run_1/ff_map.png
The bar under the picture is 20 um long. Other sequential cells in the stronger grey, the rest of the logic in the fainter grey.
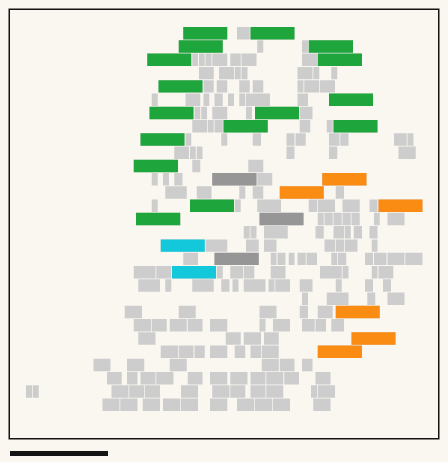
run_1/util_map.png
The bar under the picture is 20 um long. The die is cut into 9 by 9 equal tiles; white is low, dark blue is high, 0 to 100% covered.
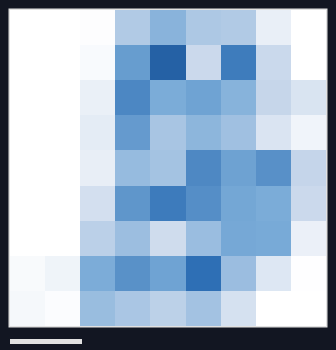
run_1/placed.png
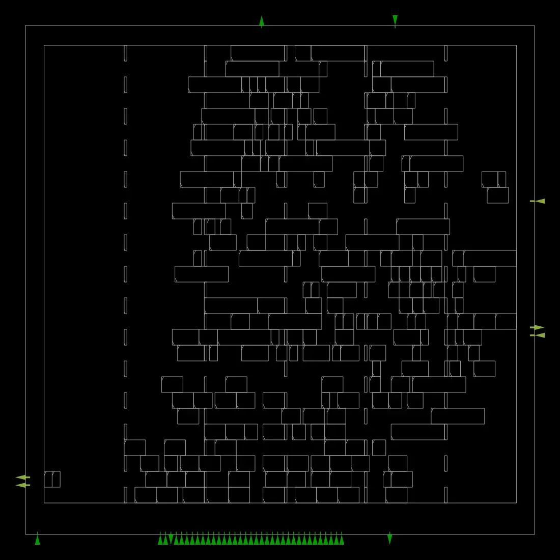
## config.mk

```make
export PLATFORM = sky130hd
export DESIGN_NAME = alarm_ctrl
export DESIGN_NICKNAME = d
export VERILOG_FILES = /design/src/rtl/alarm_ctrl.sv
export SDC_FILE = /design/constraint.sdc
export NUM_CORES = 1
export LEC_CHECK = 0
export CAP_MARGIN = 40
export CORE_MARGIN = 3
export CORE_UTILIZATION = 25
export CTS_CLUSTER_SIZE = 25
export DETAILED_ROUTE_END_ITERATION = 12
export HOLD_SLACK_MARGIN = 0.06
export PLACE_DENSITY = 0.51
export REMOVE_ABC_BUFFERS = 1
export SYNTH_ARGS = -nofsm -noshare
export SYNTH_HDL_FRONTEND = slang
export SYNTH_SLANG_ARGS = --single-unit
```

## constraint.sdc

```tcl
create_clock -name clk -period 2.4 [get_ports clk]
set_input_delay 0.24 -clock clk [delete_from_list [all_inputs] [get_ports clk]]
set_output_delay 0.24 -clock clk [all_outputs]
set_load 0.05 [all_outputs]
```

## src/rtl/alarm_ctrl.sv

```systemverilog
// alarm_ctrl
// ----------
// Compares the current BCD time against the alarm setting and runs the
// arm / ring / snooze / stop state machine. While ringing, the buzzer
// carries a square tone gated by a 1 s on / 1 s off beep phase.
//
// Build option:
//   ALARM_SNOOZE_EN  defined   -> SNOOZE state, snooze timer and snooze
//                                 counter are built.
//                    undefined -> the snooze input is ignored, and
//                                 snooze_active and snooze_cnt are tied 0.
//
// Parameters:
//   RING_SEC    seconds of ringing before auto-stop
//   SNOOZE_SEC  seconds spent in snooze before re-ringing
//   MAX_SNOOZE  snoozes allowed per alarm event (at most 3)
//   TONE_DIV    clk cycles per buzzer half-period
//
// Ports:
//   clk            system clock
//   rst            asynchronous active-high reset
//   sec_tick       one-clk pulse once per second
//   alarm_en       alarm arm switch (level)
//   clock_in       current time, BCD {H1,H0,M1,M0}
//   alarm_in       alarm time, BCD {H1,H0,M1,M0}
//   snooze         one-clk snooze button pulse
//   stop           one-clk stop button pulse
//   ringing        high while RINGING
//   buzzer         gated square-wave tone
//   snooze_active  high while SNOOZE
//   snooze_cnt     snoozes used in the current alarm event
//   armed_led      high while ARMED
module alarm_ctrl #(
  parameter int RING_SEC   = 60,
  parameter int SNOOZE_SEC = 300,
  parameter int MAX_SNOOZE = 3,
  parameter int TONE_DIV   = 50000
) (
  input  logic        clk,
  input  logic        rst,
  input  logic        sec_tick,
  input  logic        alarm_en,
  input  logic [15:0] clock_in,
  input  logic [15:0] alarm_in,
  input  logic        snooze,
  input  logic        stop,
  output logic        ringing,
  output logic        buzzer,
  output logic        snooze_active,
  output logic [1:0]  snooze_cnt,
  output logic        armed_led
);

  localparam int RW = $clog2(RING_SEC + 1);
  localparam int DW = $clog2(TONE_DIV + 1);

  localparam logic [RW-1:0] RING_LD  = RW'(RING_SEC);
  localparam logic [RW-1:0] RING_ONE = RW'(1);
  localparam logic [DW-1:0] DIV_LAST = DW'(TONE_DIV - 1);

`ifdef ALARM_SNOOZE_EN
  localparam int SW = $clog2(SNOOZE_SEC + 1);

  localparam logic [SW-1:0] SNOOZE_LD  = SW'(SNOOZE_SEC);
  localparam logic [SW-1:0] SNOOZE_ONE = SW'(1);
  localparam logic [1:0]    MAX_SN     = 2'(MAX_SNOOZE);
`else
  localparam int unused_snooze_params = SNOOZE_SEC + MAX_SNOOZE;
`endif

  typedef enum logic [2:0] {
    IDLE    = 3'd0,
    ARMED   = 3'd1,
    RINGING = 3'd2,
    DONE    = 3'd3
`ifdef ALARM_SNOOZE_EN
    ,
    SNOOZE  = 3'd4
`endif
  } state_t;

  state_t          state;
  logic            match;
  logic            match_d;
  logic            match_rise;
  logic [RW-1:0]   ring_tmr;
  logic            beep_phase;
  logic            tone;
  logic [DW-1:0]   div_cnt;

`ifdef ALARM_SNOOZE_EN
  logic [SW-1:0]   snooze_tmr;
  logic [1:0]      snooze_cnt_q;
`else
  logic            unused_snooze_in;
  assign unused_snooze_in = snooze;
`endif

  // Raw compare; edge detection means a trigger happens once per
  // transition into equality, including alarm_in edits while armed.
  assign match      = (clock_in == alarm_in);
  assign match_rise = match & ~match_d;

  always_ff @(posedge clk or posedge rst) begin
    if (rst) begin
      match_d <= 1'b0;
    end else begin
      match_d <= match;
    end
  end

  // Tone divider free-runs only while ringing; it restarts from zero on
  // every entry into RINGING.
  always_ff @(posedge clk or posedge rst) begin
    if (rst) begin
      div_cnt <= '0;
      tone    <= 1'b0;
    end else if (state == RINGING) begin
      if (div_cnt == DIV_LAST) begin
        div_cnt <= '0;
        tone    <= ~tone;
      end else begin
        div_cnt <= div_cnt + DW'(1);
      end
    end else begin
      div_cnt <= '0;
      tone    <= 1'b0;
    end
  end

  // Main FSM. alarm_en=0 overrides everything; within RINGING the order
  // is stop, then snooze, then the per-second timer.
  always_ff @(posedge clk or posedge rst) begin
    if (rst) begin
      state        <= IDLE;
      ring_tmr     <= '0;
      beep_phase   <= 1'b0;
`ifdef ALARM_SNOOZE_EN
      snooze_tmr   <= '0;
      snooze_cnt_q <= '0;
`endif
    end else if (!alarm_en) begin
      // snooze_cnt is intentionally held until the next trigger
      state      <= IDLE;
      ring_tmr   <= '0;
      beep_phase <= 1'b0;
`ifdef ALARM_SNOOZE_EN
      snooze_tmr <= '0;
`endif
    end else begin
      case (state)
        IDLE: begin
          state <= ARMED;
        end

        ARMED: begin
          if (match_rise) begin
            state        <= RINGING;
            ring_tmr     <= RING_LD;
            beep_phase   <= 1'b1;
`ifdef ALARM_SNOOZE_EN
            snooze_cnt_q <= '0;
`endif
          end
        end

        RINGING: begin
          if (stop) begin
            state    <= DONE;
            ring_tmr <= '0;
          end
`ifdef ALARM_SNOOZE_EN
          else if (snooze && (snooze_cnt_q < MAX_SN)) begin
            state        <= SNOOZE;
            snooze_tmr   <= SNOOZE_LD;
            snooze_cnt_q <= snooze_cnt_q + 2'd1;
          end
`endif
          else if (sec_tick) begin
            // decrement and expiry share the same tick
            ring_tmr   <= ring_tmr - RING_ONE;
            beep_phase <= ~beep_phase;
            if (ring_tmr == RING_ONE) begin
              state <= DONE;
            end
          end
        end

`ifdef ALARM_SNOOZE_EN
        SNOOZE: begin
          if (stop) begin
            state      <= DONE;
            snooze_tmr <= '0;
          end else if (sec_tick) begin
            snooze_tmr <= snooze_tmr - SNOOZE_ONE;
            if (snooze_tmr == SNOOZE_ONE) begin
              state      <= RINGING;
              ring_tmr   <= RING_LD;
              beep_phase <= 1'b1;
            end
          end
        end
`endif

        DONE: begin
          // stay here until the matching minute has passed
          if (!match) begin
            state <= ARMED;
          end
        end

        default: begin
          state <= IDLE;
        end
      endcase
    end
  end

  assign ringing   = (state == RINGING);
  assign armed_led = (state == ARMED);
  assign buzzer    = tone & beep_phase & ringing;

`ifdef ALARM_SNOOZE_EN
  assign snooze_active = (state == SNOOZE);
  assign snooze_cnt    = snooze_cnt_q;
`else
  assign snooze_active = 1'b0;
  assign snooze_cnt    = '0;
`endif

endmodule

```

==> flow_summary_export.csv, run 1 <==
group,metric,value,unit
outcome,status,"complete, no violations",
route,met2_length,1845,um
yosys,topCellsByArea,"dfrtp_1 40%, xor2_1 13%, nor2_1 5.6%",
place,io_buffers,39,
final_timing,fin_worst_skew,0.005074,ns
worst_setup_path,start_kind,"register",
global_route,grt_use_met1,0.1401,
worst_setup_path,path_depth,3,
worst_setup_path,arrival,2.01,ns
layout,syn_to_final_growth,31.61,%
yosys,ys_types,33,
clock_tree,cts_tree,"done",
route,vias,1403,
worst_setup_path,slowest_stage,"clkdlybuf4s50_1",
route,dr_wl_met3,34,um
yosys,ys_warn_count,0,
worst_setup_path,critPathBufInv,2,
worst_hold_path,hold_path.class,"primary input to async pin",
yosys,avgSynthCellArea,9.078,um2
worst_setup_path,r2r_setup_slack,0.46,ns
final_timing,slew_headroom,0.6576,
layout,nNetsFinal,273,
route,drcViolationCount,0,
final_timing,tns,0,ns
yosys,synth_seq_share,0.4045,
yosys,yosys-top-cells-count,"27 x dfrtp_1, 25 x nor2_1, 25 x xor2_1",
clock_tree,numCtsBuffers,3,
layout,final_cells,304,
route,firstDrtPassIters,4,
place,hpwl,2953,um
global_route,grt_pass1_vias,1408,
global_route,grt_pass1_wl,6589,um
worst_setup_path,r2r_start,"state[0]",
place,post_dp_cell_area,2150,um2
global_route,antenna_found_initial,0,
clock_tree,cts.sinks,27,
clock_tree,cts_buffer_depth,2,
worst_setup_path,crit_fanout,8,
power_and_ir_drop,combPwrFrac,0.442,
job,warnings,30,
final_timing,finalHoldViolations,0,
floorplan,die-area,7698,um2
final_timing,slew_violations,0,
final_timing,worst_slew_pin_slew,0.5120,ns
power_and_ir_drop,clkPwrFrac,0.177,
final_timing,period_needed,2.251,ns
route,drtIter0Drc,38,
global_route,met2_usage,0.1795,
worst_setup_path,crit_chain,"inv_1, ha_1, clkdlybuf4s50_1",
yosys,ys.flop_type,"dfrtp_1",
layout,drive_gt1_frac,0.04846,
worst_setup_path,crit_start,"state[0]",
yosys,yosysChipArea,1670,um2
floorplan,rows,29,
route,ant_nets,0,
worst_setup_path,crit_family,"buffers and inverters",
power_and_ir_drop,leakagePower,0.9176,nW
global_route,grt_use_met3,0.005644,
clock_tree,cts_root_buf,"clkbuf_8",
yosys,netlist_area,1670,um2
clock_tree,hold_buffers,0,
clock_tree,clk_pin_slew,0.10,ns
power_and_ir_drop,p_int,929.5,uW
yosys,edf_count,0,
floorplan,fp-utilization,0.2601,
global_route,overflow,0,
worst_setup_path,r2r-end,"state[1]",
floorplan,die_w,87.74,um
yosys,yosysMostFrequentCell,"dfrtp_1",
worst_setup_path,setup.worst_path.class,"register to output port",
power_and_ir_drop,switching_share,0.4020,
worst_setup_path,crit_required,2.16,ns
power_and_ir_drop,peakVddDrop,209.7,uV
clock_tree,insertion_delay,0.28,ns
layout,final_area,2198,um2
yosys,synthArstFlopShare,1.000,
global_route,grt_use_total,0.1049,
clock_tree,cts_resized,0,
route,drt_wl_total,3751,um
yosys,syn_inst,184,
final_timing,max_freq,444.2,MHz
final_timing,setup_viol,0,
power_and_ir_drop,power_switching,624.8,uW
yosys,top_area_cell,"dfrtp_1",
yosys,synth_top_area_share,0.4045,
power_and_ir_drop,power.share.sequential,0.381,
final_timing,rsz0062_at_grt,"no",
clock_tree,htree_levels,1,
clock_tree,cts_setup_buffers,0,
floorplan,die_y,87.74,um
floorplan,core,6422,um2
route,highest_layer,"met4",
layout,utilization,0.3423,
global_route,grt_max_degree,28,
route,wl_per_cell,12.34,um
place,place_congestion,0.7809,
place,placed_cells,300,
final_timing,finalCritPeriodShare,0.9379,
floorplan,ios,44,
route,drt-vias-per-instance,4.615,
yosys,yosysCellCount,184,
global_route,grt.busiest_layer,"met2",
About ff_map.png:
legend:
  `ring_tmr`:
    colour: orange
    placed_flops: 6
  `div_cnt`:
    colour: green
    placed_flops: 16
  `state`:
    colour: cyan
    placed_flops: 2
not coloured: 3

About util_map.png:
emptiest ninth of the die: upper left
nearly empty tiles: 26%
tiles over 75% full: 1.2%
fullest tile: 80%

About placed.png:
tap cells: 77
fillcell total: 659

[run 1: registers in the layout, indices dropped and copies added, names as in the netlist]
| name | flops |
|---|---|
| div_cnt | 16 |
| ring_tmr | 6 |
| state | 2 |
| beep_phase | 1 |
| match_d | 1 |
| tone | 1 |
[run 1: cells by family (layout without fill, tap and decap cells)]
family,Yosys count,count (layout),synth area share
xor+xnor,29,29,0.1521
other cells,1,3,0.002245
simple gates,71,71,0.2120
compound gates,29,29,0.1071
mux,4,4,0.02397
buf+inv,16,57,0.04569
flops,27,27,0.4045
fa+ha+maj,7,7,0.05243
[run 1: worst max path at each step]
stage | to | slack (ns)
6_report | ringing | 0.15
2_1_floorplan | ring_tmr[1] | 0.34
5_1_grt | ringing | 0.07
3_3_place_gp | ring_tmr[2] | 0.21
3_5_place_dp | ring_tmr[3] | 0.20
4_1_cts | ringing | 0.14
[run 1: metrics by stage]
step	hold slack (ns)	setup WS, ns	power (mW)
finish	0.3206	0.1490	1.554
global route	0.3603	0.06718	1.680
CTS	0.3324	0.1412	1.574
detailed placement	0.4602	0.2007	1.294
global placement	0.4551	0.2091	1.296
floorplan	0.2927	0.3439	1.064
[run 1: power groups by stage]
| stage | Clock (mW) | Sequential (mW) | Combinational [mW] |
|---|---|---|---|
| 4_1_cts | 0.286 | 0.592 | 0.696 |
| 3_5_place_dp | 0 | 0.604 | 0.690 |
| 2_1_floorplan | 0 | 0.583 | 0.481 |
| 3_3_place_gp | 0 | 0.602 | 0.695 |
| 6_report | 0.275 | 0.592 | 0.688 |
| 5_1_grt | 0.299 | 0.608 | 0.772 |
[run 1: cell usage in the layout, fill, tap and decap left out, drive strengths merged]
cell type / synthesis / final
nor4: 5 / 5
nor4b: 1 / 1
buf: 5 / 4
ha: 7 / 7
o211ai: 2 / 2
or3: 2 / 2
xor2: 25 / 25
o31ai: 2 / 2
a221oi: 1 / 1
xnor2: 4 / 4
nand4b: 1 / 1
nor2: 25 / 25
nand3: 5 / 5
nand2: 11 / 11
o2bb2ai: 2 / 2
clkbuf: 0 / 3
clkinvlp: 0 / 1
nand3b: 2 / 2
and3: 3 / 3
conb: 1 / 3
o221ai: 1 / 1
a31oi: 1 / 1
a211oi: 1 / 1
mux2i: 4 / 4
or3b: 1 / 1
nor3: 5 / 5
nand2b: 2 / 2
nand4: 8 / 8
dfrtp: 27 / 27
o21ai: 7 / 7
a21oi: 12 / 12
clkdlybuf4s50: 0 / 38
inv: 11 / 11
[run 1: worst reg2reg max path: stages (launching register included)]
cell	delay, ns
dfrtp_1	0.44
inv_1	0.08
ha_1	0.35
inv_1	0.19
nor2_1	0.30
nand2_1	0.13
o211ai_1	0.25
o2bb2ai_1	0.14
[run 1: area by class of cell]
| class | instances | area [um2] | area share |
|---|---|---|---|
| clock inverter | 1 | 7.507 | 0.003415 |
| clock buffer | 3 | 41.29 | 0.01878 |
| sequential | 27 | 675.6 | 0.3073 |
| timing repair buffer | 42 | 410.4 | 0.1867 |
| multi-input combinational | 143 | 925.9 | 0.4212 |
| inverter | 11 | 41.29 | 0.01878 |
| tap | 77 | 96.34 | 0.04382 |
==> run 2: changes to the inputs <==
- CAP_MARGIN: 40 -> 20
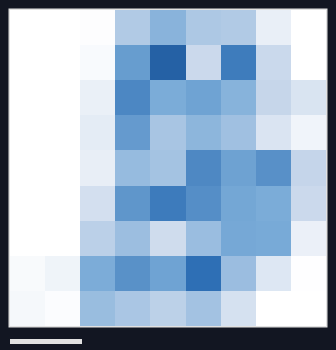
run_2/util_map.png
The bar under the picture is 20 um long. The die is cut into 9 by 9 equal tiles; white is low, dark blue is high, 0 to 100% covered.
emptiest ninth of the die: upper left
mean over tiles: 27%
nearly empty tiles: 26%

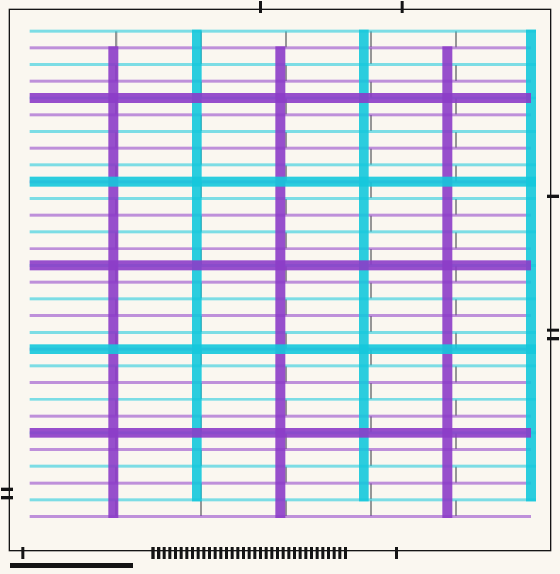
run_2/floorplan.png
The bar under the picture is 20 um long. Pins as bars on the die edge. Tap cells in grey.
legend:
  VDD:
    colour: cyan
  VSS:
    colour: purple
rows: 29
met4 straps: 6

==> run 2 against run 1 <==
  * Synthesized cell count unchanged
  * Register-to-register slack about the same
  * Fmax unchanged
  * Synthesized area unchanged
  * First-iteration DRC count unchanged
  * Clock skew unchanged
  * Global-route usage unchanged
  * Via count unchanged
  * Largest power group unchanged
  * Highest routed layer unchanged
==> flow_summary_export.csv, run 2 <==
group,metric,value,unit
yosys,ys.flop_type,"dfrtp_1",
yosys,synth_top_area_share,0.4045,
worst_setup_path,path_depth,3,
yosys,synth_seq_share,0.4045,
layout,largestRegisters,"div_cnt x16, ring_tmr x6, state x2",
layout,regArea,675.6,um2
route,drt_wl_total,3751,um
power_and_ir_drop,p_int,929.5,uW
final_timing,fin_worst_skew,0.005074,ns
layout,syn_to_final_growth,31.61,%
worst_setup_path,r2r_setup_slack,0.46,ns
global_route,grt_pass1_vias,1408,
yosys,yosysCellCount,184,
power_and_ir_drop,finalPower,1.554,mW
layout,drive_gt1_frac,0.04846,
job,warnings,30,
final_timing,worst_slew_pin_slew,0.5120,ns
power_and_ir_drop,combPwrFrac,0.442,
place,hpwl,2953,um
yosys,ys_warn_count,0,
floorplan,rows,29,
yosys,yosys-top-cells-count,"27 x dfrtp_1, 25 x nor2_1, 25 x xor2_1",
route,wl_per_cell,12.34,um
clock_tree,cts_resized,0,
power_and_ir_drop,leakagePower,0.9176,nW
final_timing,finalCritPeriodShare,0.9379,
final_timing,max_freq,444.2,MHz
yosys,syn_inst,184,
yosys,edf_count,0,
yosys,topCellsByArea,"dfrtp_1 40%, xor2_1 13%, nor2_1 5.6%",
place,io_buffers,39,
route,drt-vias-per-instance,4.615,
yosys,netlist_area,1670,um2
global_route,grt_pass1_wl,6589,um
clock_tree,hold_buffers,0,
final_timing,slew_violations,0,
route,firstDrtPassIters,4,
worst_hold_path,hold_path.class,"primary input to async pin",
route,drtIter0Drc,38,
yosys,yosysChipArea,1670,um2
final_timing,setup_viol,0,
layout,regMostFlops,"div_cnt",
floorplan,die-area,7698,um2
outcome,status,"complete, no violations",
power_and_ir_drop,power.share.sequential,0.381,
clock_tree,numCtsBuffers,3,
route,drcViolationCount,0,
worst_setup_path,setup.worst_path.class,"register to output port",
yosys,ys_types,33,
worst_setup_path,crit_chain,"inv_1, ha_1, clkdlybuf4s50_1",
yosys,synthArstFlopShare,1.000,
worst_setup_path,slowest_stage,"clkdlybuf4s50_1",
worst_setup_path,crit_fanout,8,
worst_setup_path,crit_required,2.16,ns
layout,final_cell_mix,"38 x clkdlybuf4s50_1, 27 x dfrtp_1, 25 x xor2_1, 25 x nor2_1, 12 x a21oi_1",
clock_tree,cts_tree,"done",
worst_setup_path,r2r_start,"state[0]",
power_and_ir_drop,switching_share,0.4020,
worst_setup_path,arrival,2.01,ns
worst_setup_path,start_kind,"register",
final_timing,finalHoldViolations,0,
worst_setup_path,crit_family,"buffers and inverters",
layout,nNetsFinal,273,
clock_tree,htree_levels,1,
place,place_congestion,0.7809,
clock_tree,insertion_delay,0.28,ns
worst_setup_path,r2r-end,"state[1]",
clock_tree,cts_root_buf,"clkbuf_8",
global_route,overflow,0,
global_route,antenna_found_initial,0,
final_timing,tns,0,ns
yosys,top_area_cell,"dfrtp_1",
yosys,avgSynthCellArea,9.078,um2
route,vias,1403,
power_and_ir_drop,peakVddDrop,209.7,uV
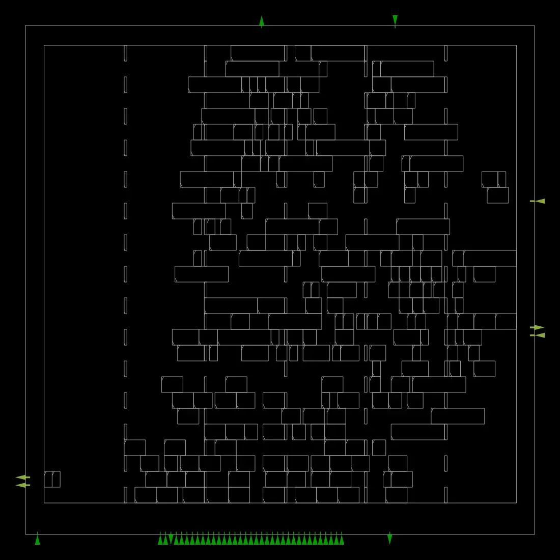
run_2/placed.png
Flop Count: 27
core box area: 6422 um2
flop share of the area: 0.3073
final core utilization: 0.3423

-- run 2: cell counts after synthesis --
Identical to the previous run, type by type.
-- run 2: cells by family after synthesis --
family | synth area share
AND/OR/NAND/NOR | 0.2120
multiplexers | 0.02397
flip-flops | 0.4045
buffers and inverters | 0.04569
adder cells (fa/ha/maj) | 0.05243
AND-OR/OR-AND | 0.1071
other | 0.002245
XOR/XNOR | 0.1521
-- run 2: routing by layer --
metal	track usage	wire, um
met1	0.1401	1810
met2	0.1795	1845
met3	0.005644	34
met4	0.03766	61
met5	0	0
-- run 2: area by class of cell --
type | count | area share
multi-input combinational | 143 | 0.4212
sequential | 27 | 0.3073
tap | 77 | 0.04382
timing repair buffer | 42 | 0.1867
inverter | 11 | 0.01878
clock buffer | 3 | 0.01878
clock inverter | 1 | 0.003415
-- run 2: power groups by stage --
stage | registers, mW | clock network (mW) | logic [mW]
3_3_place_gp | 0.602 | 0 | 0.695
3_5_place_dp | 0.604 | 0 | 0.690
2_1_floorplan | 0.583 | 0 | 0.481
4_1_cts | 0.592 | 0.286 | 0.696
5_1_grt | 0.608 | 0.299 | 0.772
6_report | 0.592 | 0.275 | 0.688
-- run 2: how the worst max path moves through the flow --
stage	slack, ns	start	endpoint
2_1_floorplan	0.34	state[0]	ring_tmr[1]
5_1_grt	0.07	state[0]	ringing
3_5_place_dp	0.20	alarm_in[13]	ring_tmr[3]
6_report	0.15	state[0]	ringing
4_1_cts	0.14	state[0]	ringing
3_3_place_gp	0.21	alarm_in[13]	ring_tmr[2]
-- run 2: worst reg2reg max path: stages (launching register included) --
cell and delay, ns:
dfrtp_1 0.44, inv_1 0.08, ha_1 0.35, inv_1 0.19, nor2_1 0.30, nand2_1 0.13
o211ai_1 0.25, o2bb2ai_1 0.14
-- run 2: through the flow --
stage | instance area (um2) | util | hold slack, ns | std cells | setup slack [ns]
floorplan | 1643 | - | 0.2927 | 181 | 0.3439
global placement | 2150 | 0.3347 | 0.4551 | 300 | 0.2091
detailed placement | 2150 | 0.3347 | 0.4602 | 300 | 0.2007
CTS | 2198 | 0.3423 | 0.3324 | 304 | 0.1412
global route | 2198 | 0.3423 | 0.3603 | 304 | 0.06718
finish | 2198 | 0.3423 | 0.3206 | 304 | 0.1490
run_2/port_trees.png
The bar under the picture is 20 um long.
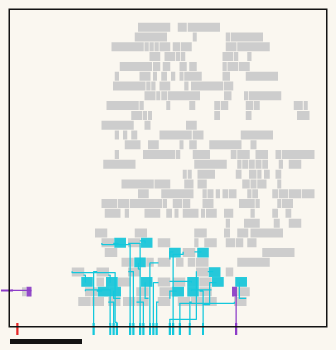

==> run 3: changes to the inputs <==
- REMOVE_ABC_BUFFERS: 1 -> not set
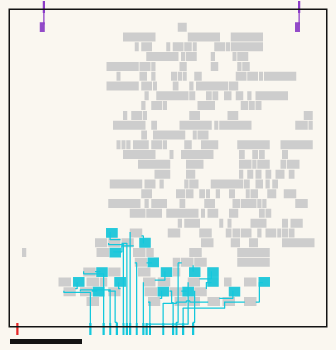
run_3/port_trees.png
The bar under the picture is 20 um long.
legend:
  `alarm_in`:
    colour: cyan
    bits: 16
    direction: input
    end_cells: 16
    buffers: 16
    wire: 339 um
  `snooze_cnt`:
    colour: purple
    bits: 2
    direction: output
    end_cells: 2
    buffers: 0
    wire: 7.10 um
  `snooze`:
    colour: red
    bits: 1
    direction: input
    end_cells: 0
    buffers: 0

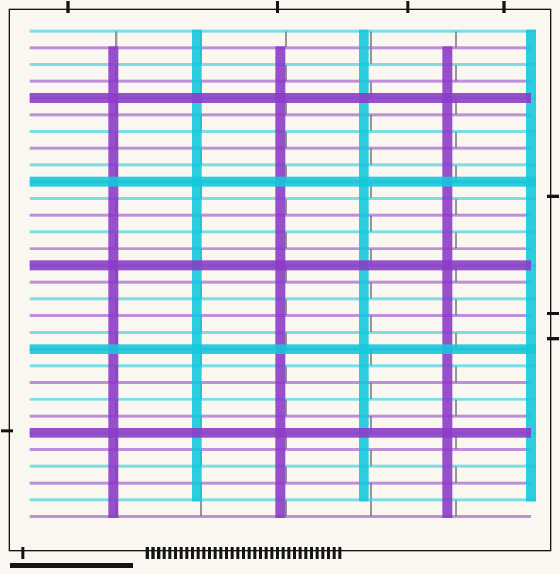
run_3/floorplan.png
The bar under the picture is 20 um long. Pins as bars on the die edge. Tap cells in grey.
legend:
  VSS:
    colour: purple
  VDD:
    colour: cyan
rows: 29
tap cells: 77

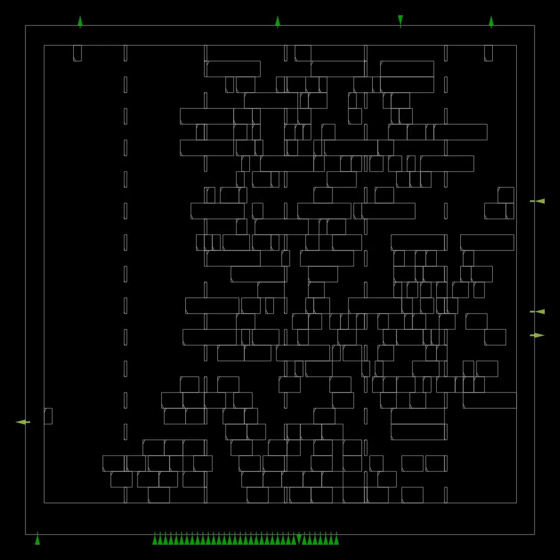
run_3/placed.png
Std-Cell Rows: 29
fillcell total: 667
non-filler instance count after layout: 304

==> run 3 against run 2 <==
  * Synthesized cell count unchanged
  * Sequential power about the same
  * Utilization unchanged
  * Die size unchanged
  * Register-to-register slack better by 0.02 ns
  * Via count up 0.50%
==> flow_summary_export.csv, run 3 <==
group,metric,value,unit
outcome,status,"complete, no violations",
final_timing,worst_slew_pin_slew,0.5153,ns
yosys,fa_ha_area_frac,0.05243,
yosys,synth_seq_share,0.4045,
yosys,muxShareOfSynthArea,0.02397,
clock_tree,numCtsBuffers,3,
route,drt_wl_total,3744,um
worst_setup_path,arrival,2.01,ns
yosys,ys_types,33,
yosys,simple_gate_area_frac,0.2120,
layout,nNetsFinal,273,
route,firstDrtPassIters,4,
final_timing,setup_viol,0,
power_and_ir_drop,finalPower,1.551,mW
place,place_congestion,0.8441,
final_timing,slew_violations,0,
final_timing,fin_worst_skew,0.007683,ns
global_route,antenna_found_initial,0,
clock_tree,insertion_delay,0.28,ns
layout,syn_to_final_growth,31.61,%
final_timing,tns,0,ns
power_and_ir_drop,peakVddDrop,260.9,uV
yosys,topCellsByArea,"dfrtp_1 40%, xor2_1 13%, nor2_1 5.6%",
power_and_ir_drop,leakagePower,0.9176,nW
worst_setup_path,start_kind,"register",
yosys,yosysChipArea,1670,um2
route,drt-vias-per-instance,4.638,
worst_setup_path,crit_fanout,8,
worst_setup_path,crit_required,2.16,ns
place,io_buffers,39,
job,warnings,31,
final_timing,finalHoldViolations,0,
yosys,synth_top_area_share,0.4045,
worst_setup_path,setup.worst_path.class,"register to output port",
clock_tree,cts_tree,"done",
global_route,overflow,0,
layout,drive_gt1_frac,0.04846,
route,drcViolationCount,0,
yosys,topCombFamilyByArea,"simple AND/OR/NAND/NOR gates",
floorplan,die-area,7698,um2
clock_tree,htree_levels,1,
floorplan,fp-utilization,0.2601,
yosys,synthArstFlopShare,1.000,
final_timing,max_freq,445.3,MHz
clock_tree,cts_root_buf,"clkbuf_8",
route,vias,1410,
place,dp_slack,0.2231,ns
yosys,ys_warn_count,0,
layout,final_cell_mix,"38 x clkdlybuf4s50_1, 27 x dfrtp_1, 25 x xor2_1, 25 x nor2_1, 12 x a21oi_1",
final_timing,whs,0.3223,ns
yosys,top_area_cell,"dfrtp_1",
place,hpwl,2914,um
clock_tree,cts_setup_buffers,0,
layout,largestRegisters,"div_cnt x16, ring_tmr x6, state x2",
yosys,edf_count,0,
clock_tree,cts_resized,0,
final_timing,finalCritPeriodShare,0.9357,
clock_tree,hold_buffers,0,
yosys,ys_sh_xor,0.1521,
route,drtIter0Drc,31,
global_route,grt_pass1_wl,6672,um
yosys,avgSynthCellArea,9.078,um2
floorplan,core,6422,um2
yosys,yosys-top-cells-count,"27 x dfrtp_1, 25 x nor2_1, 25 x xor2_1",
global_route,grt_pass1_vias,1452,
yosys,synthAoiAreaFrac,0.1071,
yosys,syn_inst,184,
layout,utilization,0.3423,
worst_hold_path,hold_path.class,"primary input to async pin",
yosys,netlist_area,1670,um2
yosys,ys.flop_type,"dfrtp_1",
yosys,yosysCellCount,184,
final_timing,finalWorstSetupSlack,0.1543,ns
route,wl_per_cell,12.32,um
-- run 3: cell counts in the layout (fill, tap and decap cells not counted) --
No cell type changed its count.
-- run 3: layout make-up --
cell class / count / area [um2]
Clock buffer: 3 / 41.29
Clock inverter: 1 / 7.507
Fill cell: 667 / 4224
Inverter: 11 / 41.29
Multi-Input combinational cell: 143 / 925.9
Sequential cell: 27 / 675.6
Tap cell: 77 / 96.34
Timing Repair Buffer: 42 / 410.4
-- run 3: worst paths after layout --
check | from | endpoint | slack, ns | cells past startpoint
worst min register to register | div_cnt[0] | div_cnt[0] | 0.48 | 1
worst max register to register | state[0] | state[0] | 0.48 | 7
min in group clk | div_cnt[0] | div_cnt[0] | 0.48 | 1
worst max-delay path | state[0] | ringing | 0.15 | 3
worst min-delay path | rst | ring_tmr[4] | 0.32 | 3
max in group asynchronous | rst | match_d | 1.80 | 3
-- run 3: logic make-up (layout without fill, tap and decap cells) --
logic type,count (synthesis),in the layout
AOI/OAI and AO/OA,29,29
adders and majority gates,7,7
and+or+nand+nor,71,71
DFF,27,27
muxes,4,4
other,1,3
buffers and inverters,16,57
xor gates and xnor gates,29,29
-- run 3: routing by layer --
layer | track usage | vias to the layer above | share of wire
met3 | 0.008467 | 2 | 0.015
met4 | 0.02510 | 0 | 0.0091
met2 | 0.1863 | 14 | 0.48
met5 | 0 | - | 0
li1 | - | 722 | -
met1 | 0.1428 | 672 | 0.49
-- run 3: worst max-delay path: stages (launching register included) --
cell             delay, ns
dfrtp_1               0.44
inv_1                 0.08
ha_1                  0.35
clkdlybuf4s50_1       0.87
-- run 3: stage by stage --
| stage | area, um2 | instances |
|---|---|---|
| 2_1_floorplan | 1678 | 186 |
| 4_1_cts | 2198 | 304 |
| 3_5_place_dp | 2150 | 300 |
| 5_1_grt | 2198 | 304 |
| 6_report | 2198 | 304 |
| 3_3_place_gp | 2150 | 300 |
-- run 3: power breakdown --
part           internal (mW)  total (mW)  switching [mW]
Sequential             0.521       0.593          0.0716
Clock                  0.118       0.268           0.151
Combinational          0.291       0.690           0.400
Total                  0.929        1.55           0.622
Power figures rest on the tool's default switching activity, not on a simulated workload.
